$ cat src/rtl/uart_pkg.sv
// ============================================================================
// uart_pkg : shared UART transmitter types and parity-mode constants
// Rev 1.0
// ============================================================================
`default_nettype none

package uart_pkg;

    localparam int PAR_NONE = 0;
    localparam int PAR_ODD  = 1;
    localparam int PAR_EVEN = 2;

    typedef enum logic [2:0] {
        ST_IDLE   = 3'd0,
        ST_START  = 3'd1,
        ST_DATA   = 3'd2,
        ST_PARITY = 3'd3,
        ST_STOP   = 3'd4
    } tx_state_t;

endpackage

`default_nettype wire

$ cat src/rtl/uart_tx_if.sv
// ============================================================================
// uart_tx_if : request/serial-status bundle between a controller and uart_tx
// Rev 1.0
// ============================================================================
`default_nettype none

interface uart_tx_if #(
    parameter int WIDTH = 8
);
    logic             i_dv;
    logic [WIDTH-1:0] i_data;
    logic             o_tx;
    logic             o_busy;
    logic             o_done;

    modport master (output i_dv, output i_data, input o_tx, input o_busy, input o_done);
    modport slave  (input i_dv, input i_data, output o_tx, output o_busy, output o_done);
endinterface

`default_nettype wire

$ cat src/rtl/uart_baud_counter.sv
// ============================================================================
// uart_baud_counter : bit-period timer, reloaded at each bit start and
// producing a one-cycle tick in the last cycle of the period
// Rev 1.0
// ============================================================================
`default_nettype none

module uart_baud_counter #(
    parameter int CLKS_PER_BIT = 434
) (
    input  logic clk,
    input  logic i_reset_n,
    input  logic load,
    output logic tick
);
    localparam int CNT_W = $clog2(CLKS_PER_BIT);

    logic [CNT_W-1:0] cnt;
    logic             running;

    always_ff @(posedge clk or negedge i_reset_n) begin
        if (!i_reset_n) begin
            cnt     <= '0;
            running <= 1'b0;
        end else if (load) begin
            cnt     <= CNT_W'(CLKS_PER_BIT - 1);
            running <= 1'b1;
        end else if (running) begin
            if (cnt == '0) begin
                running <= 1'b0;
            end else begin
                cnt <= cnt - CNT_W'(1);
            end
        end
    end

    assign tick = running && (cnt == '0);

endmodule

`default_nettype wire

$ cat src/rtl/uart_tx.sv
// ============================================================================
// uart_tx : serial transmitter, start / WIDTH data (LSB first) / optional
// parity / 1-2 stop bits, with registered line and status outputs
// Rev 1.0
// ============================================================================
`default_nettype none

module uart_tx
    import uart_pkg::*;
#(
    parameter int WIDTH        = 8,
    parameter int CLKS_PER_BIT = 434,
    parameter int PARITY       = 0,
    parameter int STOP_BITS    = 1
) (
    input  logic     clk,
    input  logic     i_reset_n,
    uart_tx_if.slave bus
);
    localparam int IDX_W = $clog2(WIDTH + 1);

    generate
        if (CLKS_PER_BIT < 2 || (STOP_BITS != 1 && STOP_BITS != 2) ||
            PARITY < 0 || PARITY > 2) begin : g_bad_params
            $error("uart_tx: illegal CLKS_PER_BIT, STOP_BITS or PARITY value");
        end
    endgenerate

    tx_state_t        state, state_nxt;
    logic [WIDTH-1:0] shreg, shreg_nxt;
    logic [IDX_W-1:0] idx, idx_nxt;
    logic             par_bit, par_bit_nxt;
    logic             tx, tx_nxt;
    logic             busy, busy_nxt;
    logic             done, done_nxt;
    logic             load;
    logic             tick;

    uart_baud_counter #(
        .CLKS_PER_BIT(CLKS_PER_BIT)
    ) u_baud (
        .clk      (clk),
        .i_reset_n(i_reset_n),
        .load     (load),
        .tick     (tick)
    );

    always_ff @(posedge clk or negedge i_reset_n) begin
        if (!i_reset_n) begin
            state   <= ST_IDLE;
            shreg   <= '0;
            idx     <= '0;
            par_bit <= 1'b0;
            tx      <= 1'b1;
            busy    <= 1'b0;
            done    <= 1'b0;
        end else begin
            state   <= state_nxt;
            shreg   <= shreg_nxt;
            idx     <= idx_nxt;
            par_bit <= par_bit_nxt;
            tx      <= tx_nxt;
            busy    <= busy_nxt;
            done    <= done_nxt;
        end
    end

    // Every output is computed one cycle ahead so the ports come straight from flops.
    always_comb begin
        state_nxt   = state;
        shreg_nxt   = shreg;
        idx_nxt     = idx;
        par_bit_nxt = par_bit;
        tx_nxt      = tx;
        busy_nxt    = busy;
        done_nxt    = 1'b0;
        load        = 1'b0;

        case (state)
            ST_IDLE: begin
                tx_nxt   = 1'b1;
                busy_nxt = 1'b0;
                if (bus.i_dv) begin
                    shreg_nxt   = bus.i_data;
                    par_bit_nxt = (^bus.i_data) ^ (PARITY == PAR_ODD);
                    idx_nxt     = '0;
                    tx_nxt      = 1'b0;
                    busy_nxt    = 1'b1;
                    load        = 1'b1;
                    state_nxt   = ST_START;
                end
            end
            ST_START: begin
                if (tick) begin
                    tx_nxt    = shreg[0];
                    shreg_nxt = shreg >> 1;
                    idx_nxt   = '0;
                    load      = 1'b1;
                    state_nxt = ST_DATA;
                end
            end
            ST_DATA: begin
                if (tick) begin
                    load = 1'b1;
                    if (idx == IDX_W'(WIDTH - 1)) begin
                        idx_nxt = '0;
                        if (PARITY != PAR_NONE) begin
                            tx_nxt    = par_bit;
                            state_nxt = ST_PARITY;
                        end else begin
                            tx_nxt    = 1'b1;
                            state_nxt = ST_STOP;
                        end
                    end else begin
                        idx_nxt   = idx + IDX_W'(1);
                        tx_nxt    = shreg[0];
                        shreg_nxt = shreg >> 1;
                    end
                end
            end
            ST_PARITY: begin
                if (tick) begin
                    tx_nxt    = 1'b1;
                    idx_nxt   = '0;
                    load      = 1'b1;
                    state_nxt = ST_STOP;
                end
            end
            ST_STOP: begin
                if (tick) begin
                    if (idx == IDX_W'(STOP_BITS - 1)) begin
                        idx_nxt   = '0;
                        busy_nxt  = 1'b0;
                        done_nxt  = 1'b1;
                        state_nxt = ST_IDLE;
                    end else begin
                        idx_nxt = idx + IDX_W'(1);
                        load    = 1'b1;
                    end
                end
            end
            default: begin
                tx_nxt    = 1'b1;
                busy_nxt  = 1'b0;
                state_nxt = ST_IDLE;
            end
        endcase
    end

    assign bus.o_tx   = tx;
    assign bus.o_busy = busy;
    assign bus.o_done = done;

endmodule

`default_nettype wire

$ cat src/flat_wrapper.sv
// flat-port wrapper written by rule: the top's interface ports become plain ports
module uart_tx_flat import uart_pkg::*;
#(
    parameter int WIDTH        = 8,
    parameter int CLKS_PER_BIT = 434,
    parameter int PARITY       = 0,
    parameter int STOP_BITS    = 1
)
  (clk, i_reset_n, bus_i_dv, bus_i_data, bus_o_tx, bus_o_busy, bus_o_done);
  uart_tx_if #(.WIDTH(WIDTH)) bus_i ();
  input  logic clk;
  input  logic i_reset_n;
  input wire logic [$bits(bus_i.i_dv)-1:0] bus_i_dv;
  input wire logic [$bits(bus_i.i_data)-1:0] bus_i_data;
  output wire logic [$bits(bus_i.o_tx)-1:0] bus_o_tx;
  output wire logic [$bits(bus_i.o_busy)-1:0] bus_o_busy;
  output wire logic [$bits(bus_i.o_done)-1:0] bus_o_done;
  assign bus_i.i_dv = bus_i_dv;
  assign bus_i.i_data = bus_i_data;
  assign bus_o_tx = bus_i.o_tx;
  assign bus_o_busy = bus_i.o_busy;
  assign bus_o_done = bus_i.o_done;
  uart_tx #(.WIDTH(WIDTH), .CLKS_PER_BIT(CLKS_PER_BIT), .PARITY(PARITY), .STOP_BITS(STOP_BITS)) u_core (.clk(clk), .i_reset_n(i_reset_n), .bus(bus_i));
endmodule
$ cat config.mk
export PLATFORM = sky130hd
export DESIGN_NAME = uart_tx_flat
export DESIGN_NICKNAME = d
export VERILOG_FILES = /design/src/rtl/uart_pkg.sv /design/src/rtl/uart_tx_if.sv /design/src/rtl/uart_baud_counter.sv /design/src/rtl/uart_tx.sv /design/src/flat_wrapper.sv
export SDC_FILE = /design/constraint.sdc
export NUM_CORES = 1
export LEC_CHECK = 0
export CORE_ASPECT_RATIO = 0.5
export CORE_MARGIN = 2
export CORE_UTILIZATION = 24
export DETAILED_ROUTE_END_ITERATION = 10
export PLACE_DENSITY = 0.49
export RECOVER_POWER = 50
export SYNTH_ARGS = -nofsm -noshare
export SYNTH_HDL_FRONTEND = slang
export SYNTH_SLANG_ARGS = --single-unit
export TNS_END_PERCENT = 10
$ cat constraint.sdc
create_clock -name clk -period 6.05 [get_ports clk]
set_input_delay 0.9075 -clock clk [delete_from_list [all_inputs] [get_ports clk]]
set_output_delay 0.9075 -clock clk [all_outputs]
set_load 0.05 [all_outputs]
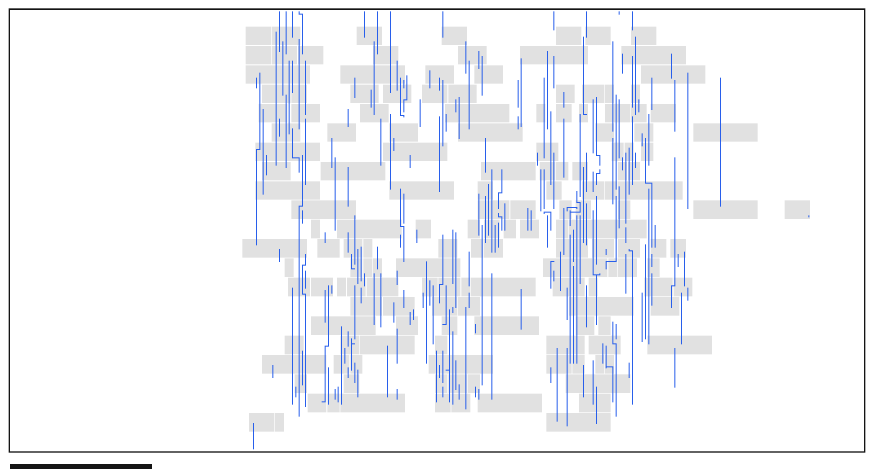
**Above:** run 1 (M2 wires).
The bar under the picture is 20 µm long. Cells faint in the background.
share of all routed wire = 47%
wire length on this layer = 1,470 µm
longest straight run = 29.6 µm
GR Util met2: 14.9%
routed via count: 1,170

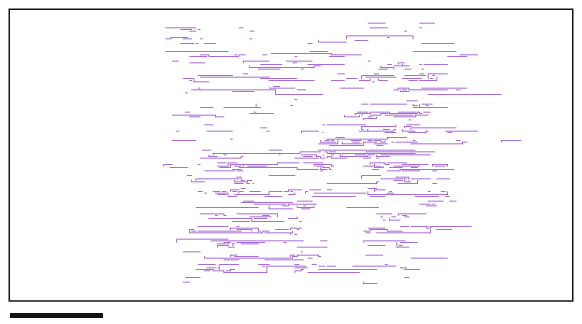
**Above:** run 1 (met1 routing).
The bar under the picture is 20 µm long.
wire length on this layer = 1,590 µm
nets with wire on the layer = 163
main direction = horizontal
longest straight run = 20.7 µm
share of all routed wire = 50%

==> qor.yml, run 1 <==
run_status:
  outcome: "finished with violations"
  violations: "capacitance limit, slew limit"
pwr:
  leakagePower_nw: 0.806
  seq_power_mw: 0.191
  switching_share_pct: 18.3
  p_per_area_nw_per_um2: 208
clocking:
  clk_path_buf_depth: 2
  cts_setup_buffers: 0
  clock-sinks: 28
  cts_tree: "done"
  path_clk_slew_ns: 0.07
yosys:
  synthAoiAreaFrac_pct: 13.4
  area_leaders: "dfrtp_1 42%, mux2_2 10%, ha_1 3.1%, o21ai_0 2.8%, mux2i_1 2.5%"
  yosys.area_share.simple_pct: 22.8
  synthFlopType: "dfrtp_1"
  mux_area_share_pct: 12.9
  synth-seq-cells: 28
  adder_share_pct: 3.09
  syn_area_per_cell_um2: 10.8
  yosys.area.top_type_share_pct: 41.7
  yosysCellCount: 150
place:
  dpl.cell_count: 252
detailed_routing:
  met2_length_mm: 1.47
  wl_met1_mm: 1.59
  drt_iter0_markers: 44
layout:
  final_nets: 180
  fill_cells: 694
  largest_register_ffs: 9
  instances_no_fill: 256
  comb_area_um2: 876
  lay_top_count: "dfrtp_1"
  drive_gt1_share_pct: 18.3
  diodes: 0
  seq_area_um2: 702
  mostFrequentLayoutCells: "27 x dfrtp_1, 15 x mux2_2, 12 x clkdlybuf4s50_1"
critical_path:
  crit_buf_inv: 2
  cp_cell_sequence: "dlygate4sd3_1, clkbuf_1"
  regToRegSetupSlack_ns: 3.58
  critical-path-top-delay-family: "buffers and inverters"
  endpoint: "u_core.state[1]"
sta:
  timing.setup.tns_ns: 0
  hold_violations: 0
  skew_ns: 0.00335
  maxSlewViolCount: 29
floorplan:
  placementRows: 21
  dieArea_um2: 7470
  die_h_um: 62.1
  die_w_um: 120
grt:
  grt_pass1_wl_mm: 5.67
  grt_max_degree: 29
worst_hold_path:
  hold_path.class: "reg2reg"
flow_run:
  maxCapViolCount: 1
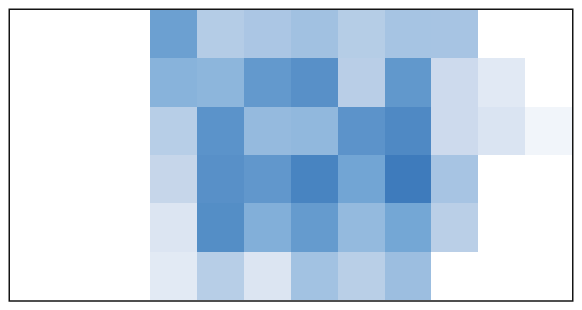
**Above:** run 1 (cell area per tile).
12 x 6 tiles, from white (low) to dark blue (high), 0 to 100% covered.
fullest tile = 69%
densest ninth of the die = middle
emptiest ninth of the die = bottom left
nearly empty tiles = 39%
mean over tiles = 25%

## run 1: area by class of cell
| cell class | instances | share of cell area, % |
|---|---|---|
| Clock buffer | 3 | 3.86 |
| Clock inverter | 1 | 1.54 |
| Inverter | 4 | 0.771 |
| Multi-Input combinational cell | 114 | 45.0 |
| Sequential cell | 28 | 36.1 |
| Tap cell | 92 | 5.91 |
| Timing Repair Buffer | 14 | 6.88 |
## run 1: through the flow
stage	util (%)	setup slack, ns	cell area [µm²]	hold slack, ns
finish	29.4	3.54	1950	0.506
global route	29.4	3.20	1950	0.534
CTS	29.6	3.53	1960	0.508
detailed placement	28.0	3.47	1850	0.491
global placement	28.0	3.49	1850	0.485
floorplan	-	4.13	1620	0.475
==> run 1 -> run 2 <==
clock period = 2.6 ns   (was 6.05 ns; I/O delays follow)
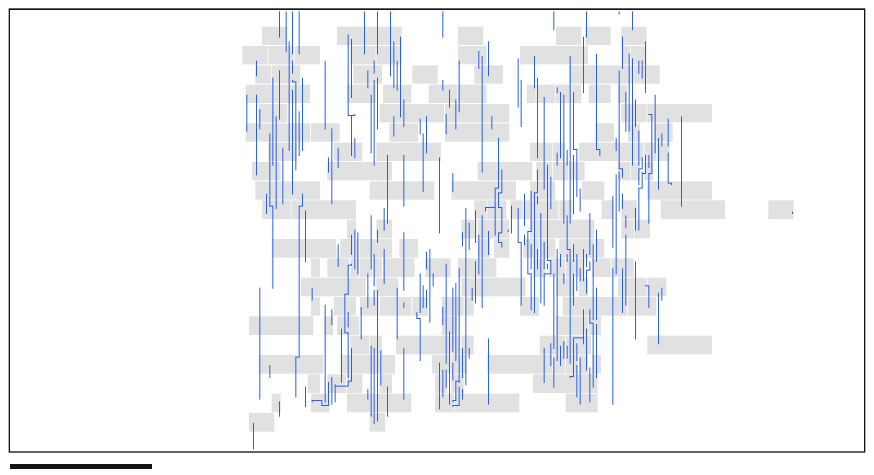
**Above:** run 2 (M2 wires).
The bar under the picture is 20 µm long. Cells faint in the background.
GR Util met2: 16.7%
final WL: 3.12 mm
routed via count: 1,164

==> run 2 against run 1 <==
  * The run still ends with capacitance limit, slew limit left
  * Combinational power grew 130%
  * Critical path depth up 4
  * Sequential share of layout area increased by 0.19 points
  * Worst setup slack worse by 3.1 ns
  * Routed wire length down 0.89%
  * Clock-buffer cell count rose by 1
  * Critical path type is now reg2reg
  * Largest power group is now sequential cells
  * Highest routed layer unchanged
==> qor.yml, run 2 <==
layout:
  drive_gt1_share_pct: 18.9
  mostFrequentLayoutCells: "27 x dfrtp_1, 15 x mux2_2, 12 x clkdlybuf4s50_1"
  instances_no_fill: 256
  fin_area_um2: 1940
  regMostFlops: "u_core.u_baud.cnt"
  finish.utilization_pct: 29.3
  diodes: 0
  lay_top_count: "dfrtp_1"
  fill_cells: 698
  largest_register_ffs: 9
  comb_area_um2: 882
  seq_area_um2: 702
  final_nets: 180
run_status:
  violations: "capacitance limit, slew limit"
  outcome: "finished with violations"
sta:
  holdWs_ns: 0.508
  layout_setup_ws_ns: 0.444
  relSlewSlack_pct: -3.52
  layout_min_cycle_time_ns: 2.16
  maxSlewViolCount: 29
  timing.setup.tns_ns: 0
  hold_violations: 0
  rsz0062_at_grt: "false"
  skew_ns: 0.00732
yosys:
  yosys.area.top_type_share_pct: 41.7
  ys_async_sr_fraction_pct: 100
  area_leaders: "dfrtp_1 42%, mux2_2 10%, ha_1 3.1%, o21ai_0 2.8%, mux2i_1 2.5%"
  adder_share_pct: 3.09
  yosysCellCount: 150
  synthAoiAreaFrac_pct: 13.4
  yosys.area_share.simple_pct: 22.8
  ys_seq_share_pct: 43.3
  synth-seq-cells: 28
  mux_area_share_pct: 12.9
  synthFlopType: "dfrtp_1"
  syn_area_per_cell_um2: 10.8
clocking:
  h-tree-depth: 1
  cts_setup_buffers: 0
  cts_tree: "done"
  clk_path_buf_depth: 2
  clock-sinks: 28
  path_clk_slew_ns: 0.07
floorplan:
  dieArea_um2: 7470
  die_h_um: 62.1
  io_pins: 14
  die_w_um: 120
  placementRows: 21
  fp_util_pct: 24.5
critical_path:
  critical-path-top-delay-family: "simple AND/OR/NAND/NOR gates"
  regToRegSetupSlack_ns: 0.44
  crit_buf_inv: 1
  cp_cell_sequence: "inv_1, ha_1, nor4b_2, nand4_2, a22oi_4, mux2_2"
  critPathMaxStageDelay_ns: 0.41
  endpoint: "u_core.shreg[3]"
detailed_routing:
  wl_met1_mm: 1.52
  met2_length_mm: 1.54
  drtAntennaViolNets: 0
  top_layer_used: "met4"
  drt_iter0_markers: 28
  wl_per_cell_um: 12.2
pwr:
  p_per_area_nw_per_um2: 445
  leakagePower_nw: 0.801
  switching_share_pct: 18.9
  p_switching_mw: 0.163
  seq_power_mw: 0.445
  p_clk_share_pct: 44.3
  pg_clk_mw: 0.382
grt:
  grt_max_degree: 29
  grt_pass1_wl_mm: 5.74
place:
  dpl.cell_count: 252
  preCtsSetupSlack_ns: 0.452
  placed_area_um2: 1850
worst_hold_path:
  hold_path.class: "reg2reg"
flow_run:
  maxCapViolCount: 1
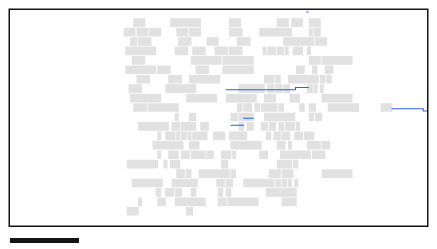
**Above:** run 2 (signal wires on met3).
The bar under the picture is 20 µm long. Cells faint in the background.
main direction = horizontal
wire length on this layer = 41.6 µm
share of all routed wire = 1.3%
longest straight run = 20.0 µm
nets with wire on the layer = 3
M3 GR Usage: 1.75%

[run 2: cell counts after synthesis]
No cell type changed its count.
[run 2: layout make-up]
class                   instances  area share [%]
multi-input cells             114            45.5
inverters                       4           0.775
flip-flops and latches         28            36.2
well taps                      92            5.94
repair buffers                 14            6.91
clock buffers                   4            4.59
[run 2: how the worst min path moves through the flow]
| stage | from | endpoint | cells after the start |
|---|---|---|---|
| final | u_core.shreg[2] | u_core.shreg[2] | 1 |
| after global routing | u_core.shreg[2] | u_core.shreg[2] | 1 |
| after CTS | u_core.shreg[6] | u_core.shreg[6] | 1 |
| after detailed placement | u_core.shreg[6] | u_core.shreg[6] | 1 |
| after global placement | u_core.shreg[7] | u_core.shreg[7] | 1 |
| after floorplan | i_reset_n | u_core.bus.o_busy | 0 |
**Run 2: cell area per tile**

12 x 6 tiles, from white (low) to dark blue (high), 0 to 100% covered.
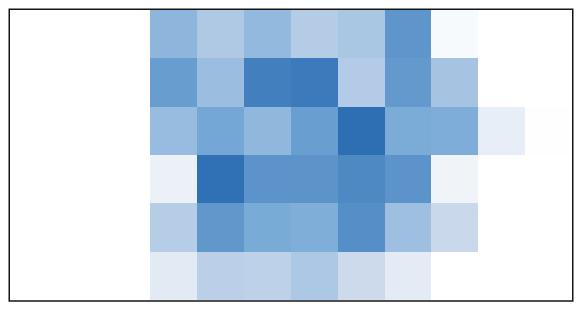

==> run 2 -> run 3 <==
PLACE_DENSITY = 0.5   (was 0.49)
clock period = 1.8 ns   (was 2.6 ns; I/O delays follow)
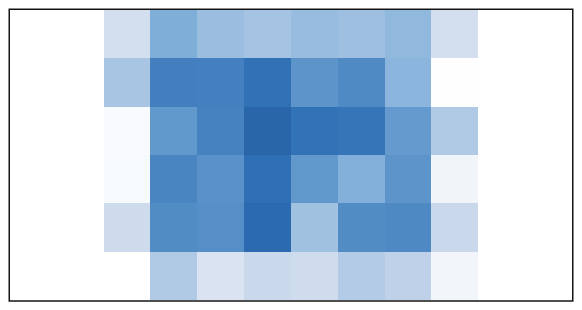
**Above:** run 3 (cell area per tile).
12 x 6 tiles, from white (low) to dark blue (high), 0 to 100% covered.
nearly empty tiles = 36%
densest ninth of the die = middle
fullest tile = 79%
mean over tiles = 29%
Util after Layout: 34.3%
Core Region: 6620 µm²
FP Util: 24.5%

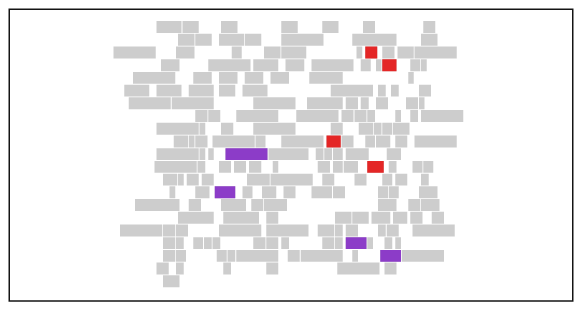
**Above:** run 3 (logic cells by family).
purple -> adder and majority cells  # cells 4, most used ha_1
red -> AND-OR and OR-AND gates  # cells 4

==> run 3 against run 2 <==
  * The run ends with setup timing left
  * Clock-buffer cell count unchanged
  * Worst hold slack improved by 0.0022 ns
  * Power increased by 47%
  * Area after synthesis unchanged
  * Non-clock buffer count increased by 30
  * First-iteration DRC count increased by 39%
  * Register-to-register slack got worse by 0.49 ns
  * Worst setup slack got worse by 0.49 ns
  * Global-route usage increased by 1.1 points
  * Via count increased by 13%
  * Die size unchanged
  * Critical endpoint is now u_core.shreg[6]
==> qor.yml, run 3 <==
pwr:
  p_clk_share_pct: 44.6
  p_per_area_nw_per_um2: 557
  p_switching_mw: 0.249
  power_mw: 1.26
  pg_clk_mw: 0.565
  switching_share_pct: 19.7
  leakagePower_nw: 1.01
  seq_power_mw: 0.643
critical_path:
  worstPathArrival_ns: 2.00
  regToRegSetupSlack_ns: -0.05
  crit_buf_inv: 1
  critical-path-top-delay-family: "simple AND/OR/NAND/NOR gates"
  cp_cell_sequence: "ha_1, and3b_1, or2_4, a22oi_4, buf_12, mux2_4"
  rr_startpoint: "u_core.idx[0]"
  critPathMaxStageDelay_ns: 0.40
  endpoint: "u_core.shreg[6]"
  cp-end-kind: "flop"
  r2r_end: "u_core.shreg[6]"
layout:
  fill_cells: 676
  largest_register_ffs: 9
  drive_gt1_share_pct: 38.7
  fin_area_um2: 2270
  mostFrequentLayoutCells: "31 x buf_4, 26 x dfrtp_1, 10 x clkdlybuf4s50_1"
  diodes: 0
  lay_top_count: "buf_4"
  regMostFlops: "u_core.u_baud.cnt"
  final_nets: 210
  instances_no_fill: 286
sta:
  worstMarginPinSlew_ns: 0.717
  rsz0062_at_grt: "true"
  skew_ns: 0.0103
  fmax_ghz: 0.541
  layout_setup_ws_ns: -0.0493
  timing.setup.tns_ns: -0.362
  layout_min_cycle_time_ns: 1.85
  relSlewSlack_pct: 52.2
  setup_violations: 8
  hold_violations: 0
  maxSlewViolCount: 0
grt:
  grt_max_degree: 29
  grtUsageMet1_pct: 13.3
  grtUsageMet2_pct: 18.0
  grtUsageMet3_pct: 1.93
  antenna_found_initial: 0
  grt_pass1_wl_mm: 6.39
  top_usage_layer: "met2"
yosys:
  area_leaders: "dfrtp_1 42%, mux2_2 10%, ha_1 3.1%, o21ai_0 2.8%, mux2i_1 2.5%"
  yosys.area_share.simple_pct: 22.8
  common_cells: "27 x dfrtp_1, 15 x mux2_2, 9 x nor2_1, 9 x o21ai_0, 8 x nand3_1"
  synthAoiAreaFrac_pct: 13.4
  synthFlopType: "dfrtp_1"
  mux_area_share_pct: 12.9
  yosys.area.top_type_share_pct: 41.7
  adder_share_pct: 3.09
  synth-seq-cells: 28
  ys_async_sr_fraction_pct: 100
  ys_seq_share_pct: 43.3
  syn_area_per_cell_um2: 10.8
  yosysCellCount: 150
  synthesis.area_um2: 1620
  synth_xor_xnor_area_share_pct: 2.16
floorplan:
  io_pins: 14
  placementRows: 21
  die_w_um: 120
  dieArea_um2: 7470
  die_h_um: 62.1
worst_hold_path:
  hold_path.class: "reg2reg"
  hold_depth: 1
  hold_end: "u_core.shreg[5]"
  worstHoldStart: "u_core.shreg[5]"
flow_run:
  maxCapViolCount: 0
run_status:
  violations: "setup timing"
  outcome: "finished with violations"
clocking:
  h-tree-depth: 1
  clock-sinks: 28
  cts_tree: "done"
  clk_path_buf_depth: 2
  path_clk_slew_ns: 0.07
detailed_routing:
  top_layer_used: "met4"
  dr_total_vias: 1311
  met2_length_mm: 1.69
  drtAntennaViolNets: 0
  wl_met1_mm: 1.79
  wirelength_mm: 3.55
  route.met3.wl_um: 44
  drt_iter0_markers: 39
  wl_per_cell_um: 12.4
place:
  placed_area_um2: 2070
  preCtsSetupSlack_ns: -0.179
  dpl.cell_count: 280
[run 3: cell types whose count changed in the layout (fill, tap and decap cells not counted), moves of 3 or more]
cell     previous run  this run
mux2_4              0         8
o21ai_1             0         3
o21ai_0             9         6
mux2_2             15         7
buf_4               0        31
[run 3: cell families (layout without fill, tap and decap cells)]
kind of cell    after synthesis  in the layout
fa+ha+maj                     4              4
compound gates               30             30
buf+inv                       8             52
simple gates                 57             57
xor+xnor                      4              4
mux                          19             19
flops                        28             28
[run 3: layout make-up]
class | instances | area, µm² | share of cell area (%)
clock buffers | 4 | 88.8 | 3.91
inverters | 4 | 15.0 | 0.661
multi-input cells | 114 | 982 | 43.2
flip-flops and latches | 28 | 703 | 30.9
well taps | 92 | 115 | 5.07
repair buffers | 44 | 368 | 16.2
Power and IR drop assume default switching activity.
